[config.mk]
export PLATFORM = sky130hd
export DESIGN_NAME = seg_scan_ctrl
export DESIGN_NICKNAME = d
export VERILOG_FILES = /design/src/rtl/seg_scan_ctrl.sv
export SDC_FILE = /design/constraint.sdc
export NUM_CORES = 1
export LEC_CHECK = 0
export CORE_MARGIN = 4
export CORE_UTILIZATION = 55
export DETAILED_ROUTE_END_ITERATION = 12
export MAX_ROUTING_LAYER = met4
export PLACE_DENSITY = 0.74
export SLEW_MARGIN = 20
export SYNTH_ARGS = -nofsm -noshare
export SYNTH_HDL_FRONTEND = slang
export SYNTH_SLANG_ARGS = --single-unit
[constraint.sdc]
create_clock -name clk -period 2.9 [get_ports clk]
set_input_delay 0.29 -clock clk [delete_from_list [all_inputs] [get_ports clk]]
set_output_delay 0.29 -clock clk [all_outputs]
set_load 0.005 [all_outputs]
[src/rtl/seg_scan_ctrl.sv]
// Multiplexed 7-segment scan controller with frame-synchronous value update.
// Optional macro LEADING_ZERO_BLANK_EN darkens leading zero digits.
module seg_scan_ctrl #(
    parameter int NDIG = 4,
    parameter int DIV  = 50000,
    parameter int GAP  = 4
) (
    input  logic              clk,
    input  logic              rst,
    input  logic              enable,
    input  logic              load,
    input  logic [4*NDIG-1:0] value_in,
    output logic [3:0]        hex_out,
    output logic [NDIG-1:0]   dig_sel,
    output logic              load_ack
);

    localparam int MAXC = (DIV > GAP) ? DIV : GAP;
    localparam int CW   = (MAXC > 1) ? $clog2(MAXC) : 1;
    localparam int IW   = $clog2(NDIG);

    typedef enum logic [1:0] {
        S_IDLE,
        S_SHOW,
        S_GAP
    } state_t;

    state_t            state_q, state_d;
    logic [CW-1:0]     cnt_q, cnt_d;
    logic [IW-1:0]     idx_q, idx_d;
    logic [4*NDIG-1:0] disp_q, disp_d;
    logic [4*NDIG-1:0] shadow_q, shadow_d;
    logic              pend_q, pend_d;
    logic [NDIG-1:0]   dig_sel_q, dig_sel_d;
    logic [3:0]        hex_q, hex_d;
    logic              ack_q, ack_d;
    logic              apply;
    logic              blank;

    always_comb begin
        state_d  = state_q;
        cnt_d    = cnt_q;
        idx_d    = idx_q;
        disp_d   = disp_q;
        shadow_d = shadow_q;
        pend_d   = pend_q;
        ack_d    = 1'b0;
        apply    = 1'b0;

        if (load) begin
            shadow_d = value_in;
            pend_d   = 1'b1;
        end

        unique case (state_q)
            S_IDLE: begin
                cnt_d = '0;
                idx_d = '0;
                apply = pend_q | load;
                if (enable) state_d = S_SHOW;
            end
            S_SHOW: begin
                if (cnt_q == CW'(DIV - 1)) begin
                    cnt_d   = '0;
                    state_d = S_GAP;
                end else begin
                    cnt_d = cnt_q + 1'b1;
                end
            end
            S_GAP: begin
                if (cnt_q == CW'(GAP - 1)) begin
                    cnt_d   = '0;
                    state_d = S_SHOW;
                    if (idx_q == IW'(NDIG - 1)) begin
                        idx_d = '0;
                        apply = pend_q | load;
                    end else begin
                        idx_d = idx_q + 1'b1;
                    end
                end else begin
                    cnt_d = cnt_q + 1'b1;
                end
            end
            default: state_d = S_IDLE;
        endcase

        // A same-cycle load wins over the older shadow contents.
        if (apply) begin
            disp_d = load ? value_in : shadow_q;
            pend_d = 1'b0;
            ack_d  = 1'b1;
        end

        if (!enable) begin
            state_d = S_IDLE;
            cnt_d   = '0;
            idx_d   = '0;
        end
    end

    always_comb begin
        blank = 1'b0;
`ifdef LEADING_ZERO_BLANK_EN
        if (idx_d != '0 && (disp_d >> {idx_d, 2'b00}) == '0) blank = 1'b1;
`endif
        dig_sel_d = '0;
        hex_d     = '0;
        if (state_d == S_SHOW && !blank) begin
            dig_sel_d = NDIG'(1) << idx_d;
            hex_d     = disp_d[{idx_d, 2'b00} +: 4];
        end
    end

    always_ff @(posedge clk) begin
        if (rst) begin
            state_q   <= S_IDLE;
            cnt_q     <= '0;
            idx_q     <= '0;
            disp_q    <= '0;
            shadow_q  <= '0;
            pend_q    <= 1'b0;
            dig_sel_q <= '0;
            hex_q     <= '0;
            ack_q     <= 1'b0;
        end else begin
            state_q   <= state_d;
            cnt_q     <= cnt_d;
            idx_q     <= idx_d;
            disp_q    <= disp_d;
            shadow_q  <= shadow_d;
            pend_q    <= pend_d;
            dig_sel_q <= dig_sel_d;
            hex_q     <= hex_d;
            ack_q     <= ack_d;
        end
    end

    assign dig_sel  = dig_sel_q;
    assign hex_out  = hex_q;
    assign load_ack = ack_q;

endmodule

==> flow_metrics.py <==
# Synthesis and PnR figures
metrics = {
    "synth": {
        "synth-edff-count": 0,
        "ys_warn_count": 0,
        "yosysChipArea_um2": 3100,
        "yosysUniqueCellTypes": 57,
        "ys_ff": 62,
        "postSynthSeqShare_pct": 40.0,
        "ys_cells": 320,
        "yosys-top-cells-count": "62 x dfxtp_1, 31 x nor2_1, 28 x nor2b_1",
        "syn_avg_cell_area_um2": 9.69,
        "fp_nets": 347,
        "largest_area_cell": "dfxtp_1",
        "ff_type": "dfxtp_1",
        "synth_top_area_share_pct": 40.0,
        "syn_area_um2": 3100,
        "topCellsByArea": "dfxtp_1 40%, mux2i_1 6.1%, nor2b_1 5.6%",
    },
    "final_layout": {
        "regArea_um2": 1240,
        "final_core_util_pct": 67.1,
        "nClkBuffers": 13,
        "drive_gt1_share_pct": 15.8,
        "clk_share_pct": 6.37,
        "stdcell_count": 426,
        "n_antenna_cell": 0,
        "nNonClkInverters": 5,
        "logic_gate_count": 234,
        "nNetsFinal": 376,
        "nNonClkBuffers": 37,
        "sh_comb_area_pct": 47.4,
        "area_share_nonclk_buffers_pct": 9.47,
        "syn_to_final_growth_pct": 18.4,
        "largest_cell_class": "multi-input combinational cells",
        "fill_cells": 464,
        "comb_area_um2": 1740,
    },
    "final_timing": {
        "slew_headroom_pct": 62.0,
        "setup_viol": 0,
        "final_hold_viol_count": 0,
        "min_period_ns": 2.52,
        "setup_tns_ns": 0,
        "fin_skew_ns": 0.00418,
        "finalCritPeriodShare_pct": 86.8,
        "grt_setup_unrepaired": "false",
        "slew_viol_final": 0,
        "fin_hold_ws_ns": 0.518,
        "tightest_slew_ns": 0.568,
        "timing.final.ws_setup_ns": 0.382,
    },
    "setup_path": {
        "crit_path_end": "hex_out[2]$_SDFF_PP0_",
        "r2r_start": "cnt_q[0]$_SDFFE_PP0P_",
        "crit_buf_inv": 1,
        "crit_start": "cnt_q[0]$_SDFFE_PP0P_",
        "critPathLaunchType": "flip-flop",
        "cp_max_fo": 11,
        "cp.depth": 8,
        "crit_required_ns": 3.11,
        "reg2reg_setup_slack_ns": 0.38,
        "cp.arrival_ns": 2.72,
        "cp-end-kind": "flip-flop",
        "critPathTopFamily": "simple AND/OR/NAND/NOR gates",
        "worstReg2RegEnd": "hex_out[2]$_SDFF_PP0_",
        "critPathMaxStageDelay_ns": 0.40,
        "worstSetupPathType": "reg2reg",
        "cpMaxStageDelayCell": "dfxtp_1",
        "r2r_cells": 8,
    },
    "cts": {
        "clock-sinks": 62,
        "cts_resized": 0,
        "htree_num_levels": 3,
        "clock_latency_ns": 0.33,
        "post-cts-setup-buffer-count": 0,
        "path_clk_slew_ns": 0.07,
        "cts_buffer_depth": 2,
        "cts_root_buffer": "clkbuf_8",
        "cts_tree": "yes",
        "postCtsHoldBufs": 0,
    },
    "floorplan": {
        "die-width_um": 83.1,
        "dieHeight_um": 83.1,
        "dieArea_um2": 6900,
        "well_tap_count": 72,
        "core-area_um2": 5470,
        "num_io_pins": 29,
        "fp_util_pct": 56.7,
    },
    "routing": {
        "drt-total-wl_um": 6690,
        "met3_length_um": 236,
        "via_per_inst": 5.81,
        "dr.max_layer_used": "met4",
        "route.met2.wl_um": 3230,
        "m1WireLength_um": 3040,
        "drtPass1Iterations": 4,
        "wl_per_cell_um": 15.7,
        "drtIter0Drc": 106,
        "drc_errors": 0,
        "ant_nets": 0,
    },
    "place": {
        "dpl_cell_area_um2": 3440,
        "post-place-ws_ns": 0.405,
        "gp_congestion": 0.808,
        "portBuffers": 28,
        "dp_hpwl_um": 4680,
        "place_inst": 410,
    },
    "power_and_ir_drop": {
        "powerDensity_nw_per_um2": 537,
        "largestPowerGroup": "registers",
        "seqPwrFrac_pct": 45.7,
        "leakage_nw": 1.39,
        "seq-power_w": 0.000902,
        "power_frac_comb_pct": 10.5,
        "power_w": 0.00197,
        "vdd_drop_max_mv": 0.366,
        "p_clk_share_pct": 43.8,
        "switchingPower_w": 0.000428,
        "p_int_w": 0.00155,
        "clock_power_w": 0.000865,
        "pg_comb_w": 0.000208,
    },
    "grt": {
        "grt_pass1_vias": 2530,
        "grtUsageTotal_pct": 21.3,
        "antenna_found_initial": 0,
        "grt_max_degree": 38,
        "grt_pass1_wl_um": 11800,
        "grt_most_used_layer": "met2",
        "met1_usage_pct": 25.6,
        "use_met2_pct": 33.4,
        "grt-ovfl-total": 0,
    },
    "outcome": {
        "status": "complete, no violations",
    },
    "min_path": {
        "hold_class": "reg2reg",
        "min_path_cells": 2,
        "min_to": "shadow_q[10]$_SDFF_PP0_",
        "min-delay-start": "shadow_q[10]$_SDFF_PP0_",
    },
    "flow_run": {
        "drv_cap": 0,
        "tool_warnings": 30,
    },
}
layout by cell type, fill, tap and decap left out, drive strengths merged, types with 4 or more instances in the layout:
cell	instances
clkbuf	13
nor4	4
inv	5
nor2b	28
a221o	8
nor2	42
nand3	16
nor3	4
o22ai	4
nand4	4
clkdlybuf4s50	28
buf	9
a22o	8
nand2	8
mux2i	19
dfxtp	62
mux2	8
xnor2	4
a22oi	16
xor2	9
a21oi	4
o311ai	8
o21ai	4
ha	7
kinds of logic after synthesis:
| group | synth area share (%) |
|---|---|
| xor gates and xnor gates | 3.67 |
| buffers and inverters | 3.87 |
| DFF | 40.0 |
| muxes | 9.04 |
| and+or+nand+nor | 23.4 |
| adders and majority gates | 2.82 |
| AOI/OAI and AO/OA | 17.2 |
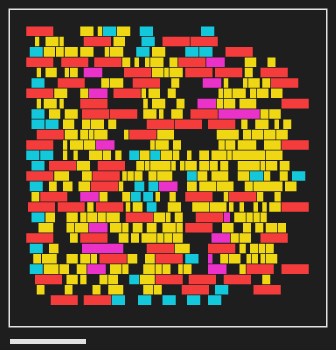
(cells colored by class)
Scale bar: 20 um.
color	class	cells
cyan	other buffers and delay cells	37
magenta	clock drivers and dummy loads	16
yellow	all other logic	239
red	flip-flops	62
flop share of the area: 33.8%
fin area: 3670 um2
Cell Rows: 27

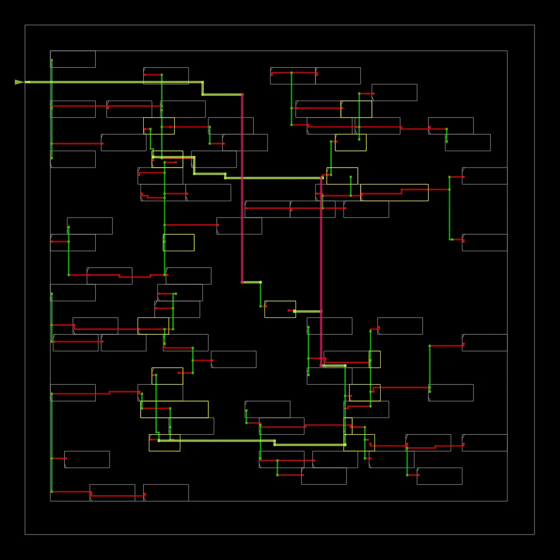
(the clock network)
TritonCTS buffer count: 9
FF+latch count: 62

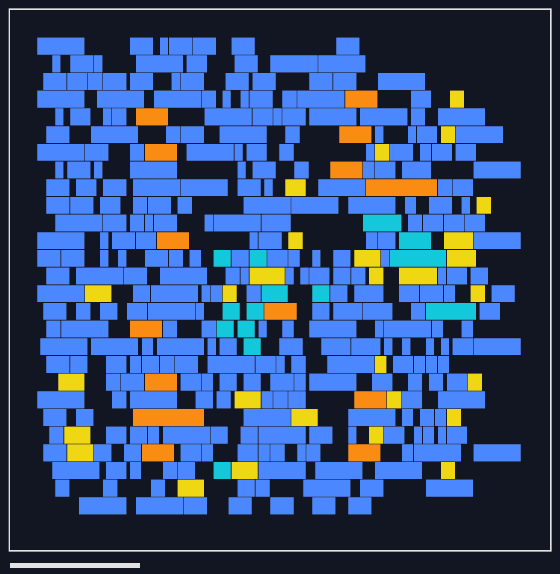
(cells by drive strength)
Scale bar: 20 um.
color	size	cells	share
blue	drive 1 or less	298	84%
orange	drive 6 and up	14	4.0%
yellow	drive 2	28	7.9%
cyan	drive 3 to 4	14	4.0%

